==> src/rtl/fetch_seq_pkg.sv <==
// Shared types and opcode constants for the fetch sequencer.
package fetch_seq_pkg;

  typedef enum logic [2:0] {
    StIdle,
    StRun,
    StScan,
    StDone,
    StFault
  } state_e;

  typedef enum logic [2:0] {
    OpOther,
    OpMark,
    OpJmp,
    OpBeq0,
    OpHalt,
    OpIllegal
  } op_e;

  localparam logic [4:0] MARK_HI = 5'b11110;
  localparam logic [4:0] JMP_HI  = 5'b01110;
  localparam logic [4:0] BEQ0_HI = 5'b01100;
  localparam logic [7:0] HALT    = 8'hE0;
  localparam logic [7:0] ILLEGAL = 8'hFF;

  localparam logic [7:0] PROG0_BASE_DEF = 8'h00;
  localparam logic [7:0] PROG1_BASE_DEF = 8'h40;

  // Classify one instruction word; everything unrecognised belongs to the datapath.
  function automatic op_e decode_op(input logic [7:0] inst);
    op_e op;
    op = OpOther;
    if (inst == ILLEGAL) begin
      op = OpIllegal;
    end else if (inst == HALT) begin
      op = OpHalt;
    end else if (inst[7:3] == MARK_HI) begin
      op = OpMark;
    end else if (inst[7:3] == JMP_HI) begin
      op = OpJmp;
    end else if (inst[7:3] == BEQ0_HI) begin
      op = OpBeq0;
    end
    return op;
  endfunction

endpackage

==> src/rtl/fetch_sequencer_label_table.sv <==
// Label table: one target address per label id plus a valid bit, cleared as a whole.
module label_table #(
  parameter int unsigned NUM_LABELS = 8,
  parameter int unsigned DATA_W     = 8
) (
  input  logic                          clk_i,
  input  logic                          reset_n_i,
  input  logic                          clr_i,
  input  logic                          we_i,
  input  logic [$clog2(NUM_LABELS)-1:0] waddr_i,
  input  logic [DATA_W-1:0]             wdata_i,
  input  logic [$clog2(NUM_LABELS)-1:0] raddr_i,
  output logic [DATA_W-1:0]             rdata_o,
  output logic                          rvalid_o
);

  logic [DATA_W-1:0]     entry_q [NUM_LABELS];
  logic [NUM_LABELS-1:0] valid_q;

  // Valid bits: reset and clear win over a write.
  always_ff @(posedge clk_i or negedge reset_n_i) begin
    if (!reset_n_i) begin
      valid_q <= '0;
    end else if (clr_i) begin
      valid_q <= '0;
    end else if (we_i) begin
      valid_q[waddr_i] <= 1'b1;
    end
  end

  // Entry storage needs no reset; it is only read behind a valid bit.
  always_ff @(posedge clk_i) begin
    if (we_i && !clr_i) begin
      entry_q[waddr_i] <= wdata_i;
    end
  end

  assign rdata_o  = entry_q[raddr_i];
  assign rvalid_o = valid_q[raddr_i];

endmodule

==> src/rtl/fetch_sequencer.sv <==
// Program sequencer: owns the PC, issues instructions, resolves jmp/beq0 via labels.
// Optional performance counters are built when FETCH_SEQ_PERF_EN is defined.
module fetch_sequencer
  import fetch_seq_pkg::*;
#(
  parameter int unsigned       ADDR_W     = 8,
  parameter int unsigned       INST_W     = 8,
  parameter int unsigned       NUM_LABELS = 8,
  parameter logic [ADDR_W-1:0] PROG0_BASE = ADDR_W'(PROG0_BASE_DEF),
  parameter logic [ADDR_W-1:0] PROG1_BASE = ADDR_W'(PROG1_BASE_DEF)
) (
  input  logic              clk_i,
  input  logic              reset_n_i,
  input  logic              start_i,
  input  logic              prog_sel_i,
  input  logic [INST_W-1:0] instruction_i,
  input  logic              cond_zero_i,
  output logic [ADDR_W-1:0] pc_o,
  output logic [INST_W-1:0] inst_o,
  output logic              inst_valid_o,
  output logic              busy_o,
  output logic              done_o,
  output logic              fault_o
`ifdef FETCH_SEQ_PERF_EN
  ,
  output logic [15:0]       issued_cnt_o,
  output logic [15:0]       stall_cnt_o
`endif
);

  localparam int unsigned LblW = $clog2(NUM_LABELS);

  state_e            state_q, state_d;
  logic [ADDR_W-1:0] pc_q, pc_d, pc_inc;
  logic [LblW-1:0]   target_q, target_d, lbl;
  logic              busy_q, done_q, fault_q;
  logic              pc_wrap, advance, issue;
  logic              lt_clr, lt_we, lt_valid;
  logic [ADDR_W-1:0] lt_rdata;
  op_e               op;

  assign op      = decode_op(instruction_i);
  assign lbl     = instruction_i[LblW-1:0];
  assign pc_inc  = pc_q + ADDR_W'(1);
  assign pc_wrap = (pc_q == '1);

  label_table #(
    .NUM_LABELS (NUM_LABELS),
    .DATA_W     (ADDR_W)
  ) u_label_table (
    .clk_i     (clk_i),
    .reset_n_i (reset_n_i),
    .clr_i     (lt_clr),
    .we_i      (lt_we),
    .waddr_i   (lbl),
    .wdata_i   (pc_inc),
    .raddr_i   (lbl),
    .rdata_o   (lt_rdata),
    .rvalid_o  (lt_valid)
  );

  // Next state, next PC, label writes and issue decision for the current word.
  always_comb begin
    state_d  = state_q;
    pc_d     = pc_q;
    target_d = target_q;
    lt_clr   = 1'b0;
    lt_we    = 1'b0;
    issue    = 1'b0;
    advance  = 1'b0;
    unique case (state_q)
      StIdle, StDone, StFault: begin
        if (start_i) begin
          pc_d    = prog_sel_i ? PROG1_BASE : PROG0_BASE;
          lt_clr  = 1'b1;
          state_d = StRun;
        end
      end
      StRun: begin
        unique case (op)
          OpIllegal: state_d = StFault;
          OpHalt:    state_d = StDone;
          OpMark: begin
            lt_we   = 1'b1;
            advance = 1'b1;
          end
          OpJmp, OpBeq0: begin
            if (op == OpBeq0 && !cond_zero_i) begin
              issue   = 1'b1;
              advance = 1'b1;
            end else if (lt_valid) begin
              issue = 1'b1;
              pc_d  = lt_rdata;
            end else begin
              // Unknown label: search forward for its marker without issuing.
              target_d = lbl;
              state_d  = StScan;
              advance  = 1'b1;
            end
          end
          default: begin
            issue   = 1'b1;
            advance = 1'b1;
          end
        endcase
        if (advance) begin
          if (pc_wrap) begin
            state_d = StFault;
          end else begin
            pc_d = pc_inc;
          end
        end
      end
      StScan: begin
        if (op == OpIllegal) begin
          state_d = StFault;
        end else begin
          // Every marker passed on the way is recorded, not just the target.
          lt_we = (op == OpMark);
          if (op == OpMark && lbl == target_q) begin
            pc_d    = pc_inc;
            state_d = StRun;
          end else if (pc_wrap) begin
            state_d = StFault;
          end else begin
            pc_d = pc_inc;
          end
        end
      end
      default: state_d = StIdle;
    endcase
  end

  // State, PC and registered status flags.
  always_ff @(posedge clk_i or negedge reset_n_i) begin
    if (!reset_n_i) begin
      state_q  <= StIdle;
      pc_q     <= '0;
      target_q <= '0;
      busy_q   <= 1'b0;
      done_q   <= 1'b0;
      fault_q  <= 1'b0;
    end else begin
      state_q  <= state_d;
      pc_q     <= pc_d;
      target_q <= target_d;
      busy_q   <= (state_d == StRun) || (state_d == StScan);
      done_q   <= (state_d == StDone);
      fault_q  <= (state_d == StFault);
    end
  end

  assign pc_o         = pc_q;
  assign inst_o       = instruction_i;
  assign inst_valid_o = issue;
  assign busy_o       = busy_q;
  assign done_o       = done_q;
  assign fault_o      = fault_q;

`ifdef FETCH_SEQ_PERF_EN
  logic [15:0] issued_cnt_q, stall_cnt_q;
  logic        start_acc, stall;

  assign start_acc = start_i && (state_q inside {StIdle, StDone, StFault});
  assign stall     = (state_q == StScan) || ((state_q == StRun) && !issue);

  // Saturating issue/stall counters, cleared by an accepted start.
  always_ff @(posedge clk_i or negedge reset_n_i) begin
    if (!reset_n_i) begin
      issued_cnt_q <= '0;
      stall_cnt_q  <= '0;
    end else if (start_acc) begin
      issued_cnt_q <= '0;
      stall_cnt_q  <= '0;
    end else begin
      if (issue && issued_cnt_q != 16'hFFFF) begin
        issued_cnt_q <= issued_cnt_q + 16'd1;
      end
      if (stall && stall_cnt_q != 16'hFFFF) begin
        stall_cnt_q <= stall_cnt_q + 16'd1;
      end
    end
  end

  assign issued_cnt_o = issued_cnt_q;
  assign stall_cnt_o  = stall_cnt_q;
`endif

endmodule

==> config.mk <==
export PLATFORM = sky130hd
export DESIGN_NAME = fetch_sequencer
export DESIGN_NICKNAME = d
export VERILOG_FILES = /design/src/rtl/fetch_seq_pkg.sv /design/src/rtl/fetch_sequencer_label_table.sv /design/src/rtl/fetch_sequencer.sv
export SDC_FILE = /design/constraint.sdc
export NUM_CORES = 1
export LEC_CHECK = 0
export CORE_UTILIZATION = 63
export CTS_CLUSTER_SIZE = 16
export DETAILED_ROUTE_END_ITERATION = 16
export PLACE_DENSITY = 0.94
export SYNTH_ARGS = -nofsm -noshare
export SYNTH_HDL_FRONTEND = slang
export SYNTH_SLANG_ARGS = --single-unit
==> constraint.sdc <==
create_clock -name clk_i -period 5.4 [get_ports clk_i]
set_input_delay 1.08 -clock clk_i [delete_from_list [all_inputs] [get_ports clk_i]]
set_output_delay 1.08 -clock clk_i [all_outputs]
set_load 0.005 [all_outputs]
### Clock wiring as the flow saved it

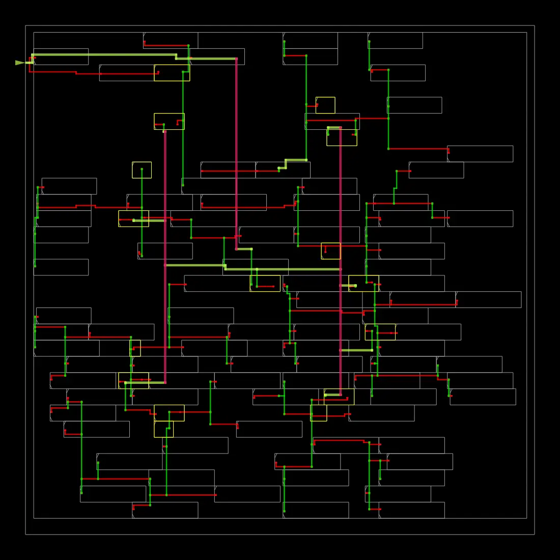
Clock group: 0.000428 W
registers: 89

### Metal 2

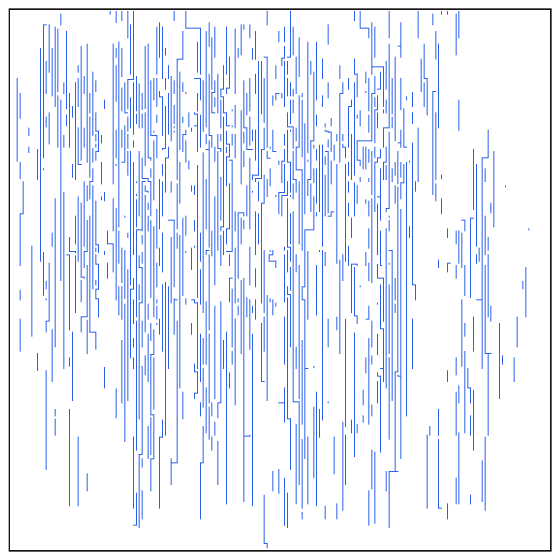
328 nets have wire on it. The layer carries 4,520 um of wire. The longest straight run is 40.1 um. The wires run mostly vertical.

### Metal 4

The bar under the picture is 20 um long.
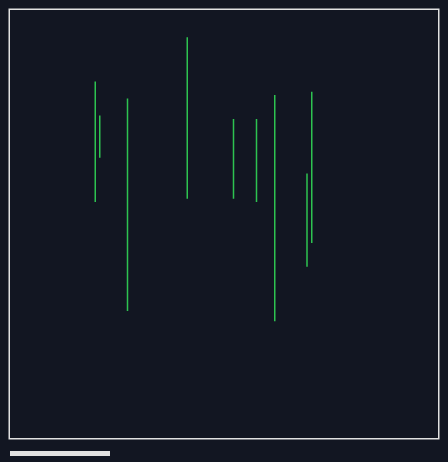
The wires run mostly vertical. The layer holds 2.4% of the routed length. 7 nets have wire on it. The layer carries 231 um of wire. The longest straight run is 44.9 um.

### Metal 1

The bar under the picture is 20 um long.
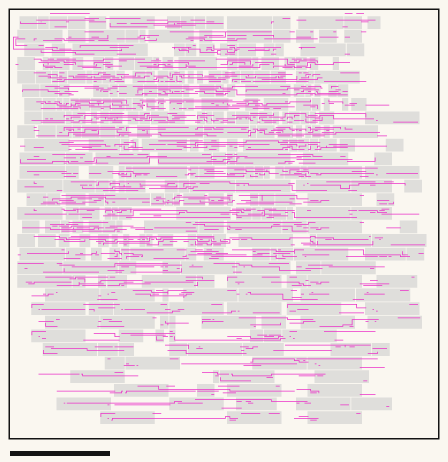
The longest straight run is 50.1 um. The layer carries 4,020 um of wire. The layer holds 42% of the routed length.

### M3 wires

The bar under the picture is 20 um long.
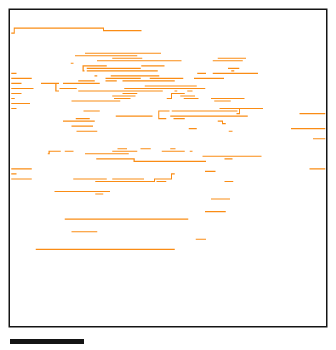
The layer carries 774 um of wire. The longest straight run is 37.3 um. The layer holds 8.1% of the routed length.
met3 Use GR: 0.0467
DRT Wirelength: 9540 um
DR vias: 2,977

==> reports/qor.yml <==
outcome:
  status: "completed"
hold_path:
  holdPathStages: 1
  hold_class: "reg -> reg"
  worstHoldStart: "u_label_table.valid_q[0]"
  hold_end: "u_label_table.valid_q[0]"
final_timing:
  fin_crit_ns: 4.84
  hold_viol: 0
  slew_viol_final: 0
  clock.fmax_mhz: 207
  tns_ns: 0
  fin_skew_ns: 0.00992
  tightest_slew_ns: 1.18
  setup_viol: 0
power_and_ir_drop:
  p_clk_frac: 0.226
  power_leader: "registers"
  peakVddDrop_mv: 0.234
  power_frac_comb: 0.279
  p_comb_w: 0.000528
  power.internal_w: 0.00126
  power_w: 0.00189
  pg_seq_w: 0.000936
worst_setup_path:
  required_ns: 4.32
  crit_buf_inv: 3
  crit_fanout: 10
  cp-endpoint: "inst_valid_o"
  crit_top_cell: "clkdlybuf4s50_1"
  reg2reg_to: "u_label_table.entry_q[0][1]"
  startpoint: "instruction_i[0]"
  rr_startpoint: "state_q[0]"
  r2r_cells: 5
  critPathCaptureType: "output port"
clocking:
  numCtsBuffers: 9
  cts_tree: "yes"
  clkTransAtPathRegs_ns: 0.09
  cts_setup_buffers: 0
  cts-resized-gates: 0
  clock_latency_ns: 0.36
  cts_root_buf: "clkbuf_8"
  htreeDepth: 3
  cts_buffer_depth: 2
  cts.sinks: 89
flow_run:
  drv_cap: 0
  openroad.warnings: 26
die:
  ios: 33
  die_x_um: 85.5
  fp_util: 0.650
  core_mm2: 0.00676
grt:
  grt_pass1_vias: 2798
  grtUsageMet1: 0.396
  grt_pass1_wl_um: 14700
synth:
  ys_warn_count: 0
  ys_seq_share: 0.580
  edf_count: 64
  ys_chip_area_mm2: 0.00439
  mux_area_frac: 0.100
  syn_area_mm2: 0.00439
  synth_flop_count: 89
  logic_family: "simple AND/OR/NAND/NOR gates"
  synth_stat.cells: 346
  synthDistinctLibCells: 63
  ff_type: "edfxtp_1"
  synth_cells: 346
  top_area_frac: 0.438
  ys_top_cells_by_area: "edfxtp_1, dfrtp_1, mux4_2, mux2_2, nor2_1"
  simple_gate_area_frac: 0.131
  synth_area_per_cell_um2: 12.7
  yosysTopAreaCell: "edfxtp_1"
cells_and_area:
  regArea_mm2: 0.00255
  final_core_util: 0.722
  fillers: 430
  fin_nets: 382
  comb_share: 0.343
  nClkBuffers: 9
  largest_class: "flip-flops and latches"
  final-nonclk-buf-share: 0.0734
  combGateArea_mm2: 0.00167
  nNonClkBuffers: 37
  synthToLayoutAreaGrowth_pct: 11.1
  n_antenna_cell: 0
  largest_reg_flops: 64
  regMostFlops: "u_label_table.entry_q"
route:
  first_pass_iters: 5
  wl_per_cell_um: 21.1
  drc: 0
  wl_met2_um: 4520
  first_iter_violations: 357
  top_layer: "met4"
place:
  pre_cts_slack_ns: 0.710
  dp_hpwl_um: 6480
No activity file was given, so power comes from the tool's default toggle rates.
